--- config.mk ---
export PLATFORM = sky130hd
export DESIGN_NAME = div_seq_ctrl
export DESIGN_NICKNAME = d
export VERILOG_FILES = /design/src/rtl/div_seq_ctrl.sv
export SDC_FILE = /design/constraint.sdc
export NUM_CORES = 1
export LEC_CHECK = 0
export CELL_PAD_IN_SITES_DETAIL_PLACEMENT = 0
export CELL_PAD_IN_SITES_GLOBAL_PLACEMENT = 1
export CORE_MARGIN = 3
export CORE_UTILIZATION = 41
export DETAILED_ROUTE_END_ITERATION = 10
export PLACE_DENSITY_LB_ADDON = 0.1
export SYNTH_ARGS = -nofsm -noshare
export SYNTH_HDL_FRONTEND = slang
export SYNTH_SLANG_ARGS = --single-unit
--- constraint.sdc ---
create_clock -name clk -period 6.56 [get_ports clk]
set_input_delay 0.984 -clock clk [delete_from_list [all_inputs] [get_ports clk]]
set_output_delay 0.984 -clock clk [all_outputs]
set_load 0.03 [all_outputs]
--- src/rtl/div_seq_ctrl.sv ---
`default_nettype none
// ============================================================================
// Module      : div_seq_ctrl
// Description : Multi-cycle 32-bit restoring divider sequencer (MIPS DIV/DIVU).
//               One subtract-and-compare step per clock on a single shared
//               (WIDTH+1)-bit adder; feeds HI (remainder) and LO (quotient).
//               Optional signed support is compiled in with DIV_SIGNED_EN.
// Revision    : 1.0 - initial release
// ============================================================================
module div_seq_ctrl #(
  parameter int WIDTH = 32
) (
  input  logic             clk,
  input  logic             reset,
  input  logic             start,
  input  logic             signed_op,
  input  logic [WIDTH-1:0] dividend,
  input  logic [WIDTH-1:0] divisor,
  output logic             busy,
  output logic             done,
  output logic [WIDTH-1:0] quotient,
  output logic [WIDTH-1:0] remainder,
  output logic             div_by_zero
);

  localparam int CW = (WIDTH > 2) ? $clog2(WIDTH) : 1;
  localparam logic [CW-1:0]    LAST = CW'(WIDTH - 1);
  localparam logic [WIDTH-1:0] ONE  = WIDTH'(1);

  typedef enum logic [2:0] {
    IDLE = 3'd0,
    CALC = 3'd1,
    FIX  = 3'd2,
    ZERO = 3'd3,
    DONE = 3'd4
  } state_t;

  state_t           state, state_next;
  logic [CW-1:0]    count;
  logic [WIDTH-1:0] rem_r;
  logic [WIDTH-1:0] q_r;
  logic [WIDTH-1:0] dvs_r;
  logic             q_neg;
  logic             r_neg;

  logic [WIDTH-1:0] dvd_mag;
  logic [WIDTH-1:0] dvs_mag;
  logic             dvd_neg;
  logic             dvs_neg;
  logic [WIDTH:0]   trial;
  logic [WIDTH-1:0] shifted;

`ifdef DIV_SIGNED_EN
  // Convert signed operands to magnitudes and remember the result signs
  always_comb begin
    dvd_neg = signed_op & dividend[WIDTH-1];
    dvs_neg = signed_op & divisor[WIDTH-1];
    dvd_mag = dvd_neg ? (~dividend + ONE) : dividend;
    dvs_mag = dvs_neg ? (~divisor + ONE) : divisor;
  end
`else
  logic unused_signed_op;
  assign unused_signed_op = signed_op;

  // Unsigned-only build: operands pass straight through
  always_comb begin
    dvd_neg = 1'b0;
    dvs_neg = 1'b0;
    dvd_mag = dividend;
    dvs_mag = divisor;
  end
`endif

  // Shared datapath: shift partial remainder, subtract divisor via ~B + 1
  always_comb begin
    shifted = {rem_r[WIDTH-2:0], q_r[WIDTH-1]};
    trial   = {rem_r, q_r[WIDTH-1]} + {1'b1, ~dvs_r} + {{WIDTH{1'b0}}, 1'b1};
  end

  // State register
  always_ff @(posedge clk or posedge reset) begin
    if (reset) state <= IDLE;
    else       state <= state_next;
  end

  // Next-state logic and status outputs
  always_comb begin
    state_next = state;
    busy       = (state != IDLE);
    done       = (state == DONE);
    case (state)
      IDLE: if (start) state_next = (divisor == '0) ? ZERO : CALC;
      CALC: if (count == LAST) state_next = FIX;
      FIX:  state_next = DONE;
      ZERO: state_next = DONE;
      DONE: state_next = IDLE;
      default: state_next = IDLE;
    endcase
  end

  // Operand capture, iteration, and result registration
  always_ff @(posedge clk or posedge reset) begin
    if (reset) begin
      count       <= '0;
      rem_r       <= '0;
      q_r         <= '0;
      dvs_r       <= '0;
      q_neg       <= 1'b0;
      r_neg       <= 1'b0;
      quotient    <= '0;
      remainder   <= '0;
      div_by_zero <= 1'b0;
    end else begin
      case (state)
        IDLE: if (start) begin
          count       <= '0;
          rem_r       <= '0;
          dvs_r       <= dvs_mag;
          // A zero divisor returns the raw dividend, so skip the magnitude
          q_r         <= (divisor == '0) ? dividend : dvd_mag;
          q_neg       <= dvd_neg ^ dvs_neg;
          r_neg       <= dvd_neg;
          div_by_zero <= 1'b0;
        end
        CALC: begin
          count <= count + CW'(1);
          q_r   <= {q_r[WIDTH-2:0], ~trial[WIDTH]};
          rem_r <= trial[WIDTH] ? shifted : trial[WIDTH-1:0];
        end
        FIX: begin
          quotient  <= q_neg ? (~q_r + ONE) : q_r;
          remainder <= r_neg ? (~rem_r + ONE) : rem_r;
        end
        ZERO: begin
          quotient    <= '1;
          remainder   <= q_r;
          div_by_zero <= 1'b1;
        end
        default: ;
      endcase
    end
  end

endmodule
`default_nettype wire

**Placement view**

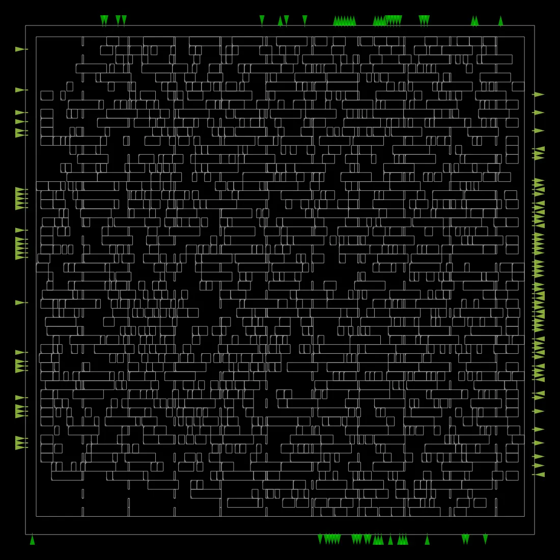
registers: 169
core area: 21200 um2
final core utilization: 0.519

**M3 wires**

The bar under the picture is 50 um long.
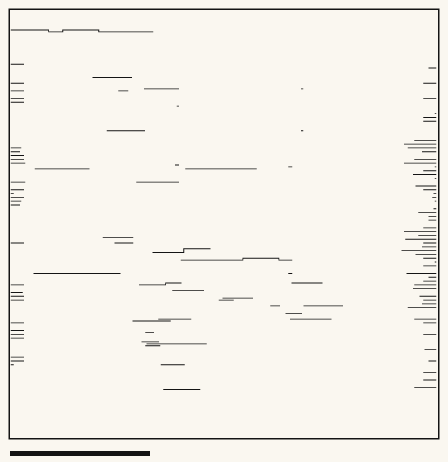
main direction: horizontal
share of all routed wire: 3.6%
nets with wire on the layer: 104
longest straight run: 30.8 um
DR vias: 7306
WL final: 23400 um

**Signal wires on met2**

The bar under the picture is 50 um long.
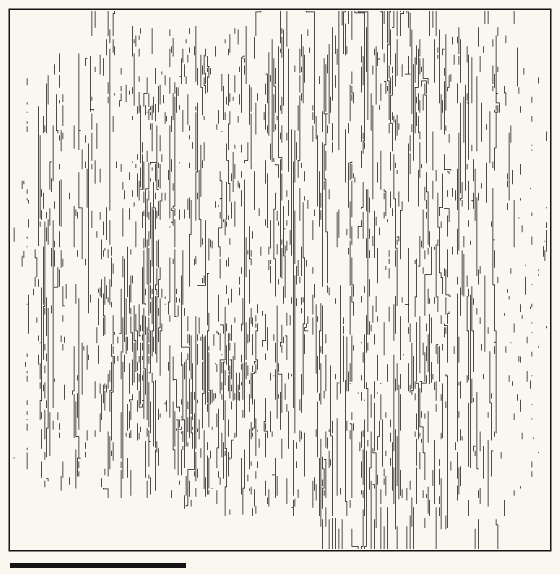
longest straight run: 69.7 um
main direction: vertical
nets with wire on the layer: 910
wire length on this layer: 9940 um
met2 Use GR: 0.292

==> impl_metrics.toml <==
# implementation run metrics
[final_layout]
drive_above_1_share = 0.0491
n_antenna_cell = 0
final_cell_mix = "dfrtp_1, nand2_1, clkdlybuf4s50_1"
final_cells = 1395
syn_to_final_growth_pct = 24.0
layout.cells.most_common = "dfrtp_1"
design_area_um2 = 11000
fin_nets = 1210

[timing]
period_used_share = 0.583
finalHoldViolCount = 0
worstMarginPinSlew_ps = 1120
max_freq_mhz = 262
slew_viol_final = 0
setup_viol = 0
min_period_ps = 3820
fin_tns_setup_ps = 0
rsz0062_at_grt = "false"
clock_skew_ps = 12.0
slew_headroom = 0.249

[place]
dpl-instance-area_um2 = 10400
place_inst = 1363
globalplace.congestion = 0.850
port_buffers = 133
place_hpwl_um = 16300

[logic_synthesis]
synthesis.nets = 1110
synthTopCellsByArea = "dfrtp_1, nand2_1, o21ai_0, ha_1, mux2i_1"
synth_top_area_share = 0.477
synth_flops = 169
ys_area_um2 = 8860
syn_area_per_cell_um2 = 8.80
synth-edff-count = 0
syn_area_um2 = 8860
ys_types = 54
ys_seq_frac = 0.477
ys.warnings.count = 0
synthCells = 1007
async_flop_share = 1.00
top_area_cell = "dfrtp_1"
ff_type = "dfrtp_1"
yosys_cells = 1007

[setup_path]
path_max_fanout = 38
start_kind = "flop"
path_class = "reg -> reg"
endpoint_kind = "flop"
cp.required_ps = 6820
r2r_setup_slack_ps = 2740
arrival_ps = 4090

[cts]
clock_latency_ps = 430
cts_tree = "done"
cts_max_level = 4
cts.sinks = 169
cts.path.max_buffers = 2
clock-root-buffer = "clkbuf_16"
clkTransAtPathRegs_ps = 70
cts_resized = 0
cts_setup_buffers = 0
hold_buffers = 0
numCtsBuffers = 17

[grt]
grt_overflow = 0
grt_first_pass_wirelength_um = 37700
top_usage_layer = "met1"
grt_max_degree = 98
grtUsageMet3 = 0.0272
grt_pass1_vias = 6812
grtUsageMet1 = 0.313
antenna_found_initial = 0
track_usage = 0.199

[pwr]
p_int_mw = 3.89
leakage_nw = 5.01
ir_drop_v = 0.000537
comb_power_share = 0.580
powerDensity_nw_per_um2 = 659
total_power_mw = 7.24
clock_power_share = 0.146
swShare = 0.462
switchingPower_mw = 3.35
power_frac_seq = 0.274

[drt]
wire_per_inst_um = 16.7
drc = 0
antenna_left = 0
drt_iter0_drc = 411
drt-pass1-iter-count = 5
vias_per_cell = 5.24

[floorplan]
die_w_um = 153
chipArea_um2 = 23400
row_count = 53
die_height_um = 153
io_pins = 135
fp_util = 0.419

[hold_path]
hold_path.class = "reg -> reg"

[flow_run]
maxCapViolCount = 0
warnings = 27

[outcome]
status = "completed"
[registers in the layout (all words and copies together), names as in the netlist]
name	flops
dvs_r	32
q_r	32
quotient	32
rem_r	32
remainder	32
count	5
state	3
div_by_zero	1
[power by group through the flow]
stage               Combinational, mW  Sequential, mW  Clock, mW
finish                           4.20            1.98       1.06
global route                     4.71            2.05       1.12
CTS                              4.24            1.98       1.08
detailed placement               4.22            2.00          0
global placement                 4.17            1.99          0
floorplan                        2.92            2.19          0
[through the flow]
step	hold WS, ps	worst slack, ps	util
3_5_place_dp	455	2720	0.490
6_report	464	2740	0.519
3_3_place_gp	451	2770	0.490
2_1_floorplan	449	1000	-
4_1_cts	472	2710	0.519
5_1_grt	494	2410	0.519
[synth_stat cells (14+ instances only)]
library cell and n:
a21oi_1 56, dfrtp_1 169, o21ai_0 118, ha_1 34, clkbuf_1 44, xor2_1 14
mux2i_1 41, o21ai_1 24, nand3_1 45, o22ai_1 32, xnor2_1 16, nand2_1 165
nor2_1 92, inv_1 41
[final cells by class]
cell class	instances	area [um2]
Sequential cell	169	4230
Clock buffer	19	453
Inverter	41	159
Clock inverter	13	160
Multi-Input combinational cell	737	4250
Fill cell	2086	10200
Tap cell	275	344
Timing Repair Buffer	141	1390
[critical path, stage by stage (launching register included)]
cell and delay (ps):
dfrtp_1 440, inv_1 110, ha_1 180, inv_1 60
fa_1 440, a211oi_2 230, o211ai_1 160, a32oi_2 330
o22ai_1 220, o21ai_2 260, xor2_4 450, buf_4 480
nor2_1 110, a21oi_1 120, o21ai_0 80
[final timing paths]
path | endpoint | start | cells after the start
min in group asynchronous | quotient[22]$_DFFE_PP0N_ | reset | 2
hold / removal | quotient[5]$_DFFE_PP0N_ | quotient[5]$_DFFE_PP0N_ | 2
setup reg to reg | rem_r[8]$_DFFE_PP0P_ | q_r[31]$_DFFE_PP0P_ | 14
max in group asynchronous | state[0]$_DFFE_PP0P_ | reset | 3
hold reg to reg | quotient[5]$_DFFE_PP0N_ | quotient[5]$_DFFE_PP0N_ | 2
setup / recovery | rem_r[8]$_DFFE_PP0P_ | q_r[31]$_DFFE_PP0P_ | 14
[layer usage]
| metal | wire, um | vias up |
|---|---|---|
| met1 | 12400 | 3427 |
| met4 | 222 | 0 |
| met5 | 0 | - |
| met2 | 9940 | 143 |
| li1 | - | 3721 |
| met3 | 829 | 15 |
[cells by family after synthesis]
kind of cell	share of synthesized area
XOR/XNOR	0.0315
adder cells (fa/ha/maj)	0.0503
flip-flops	0.477
AND-OR/OR-AND	0.184
AND/OR/NAND/NOR	0.165
multiplexers	0.0463
buffers and inverters	0.0456
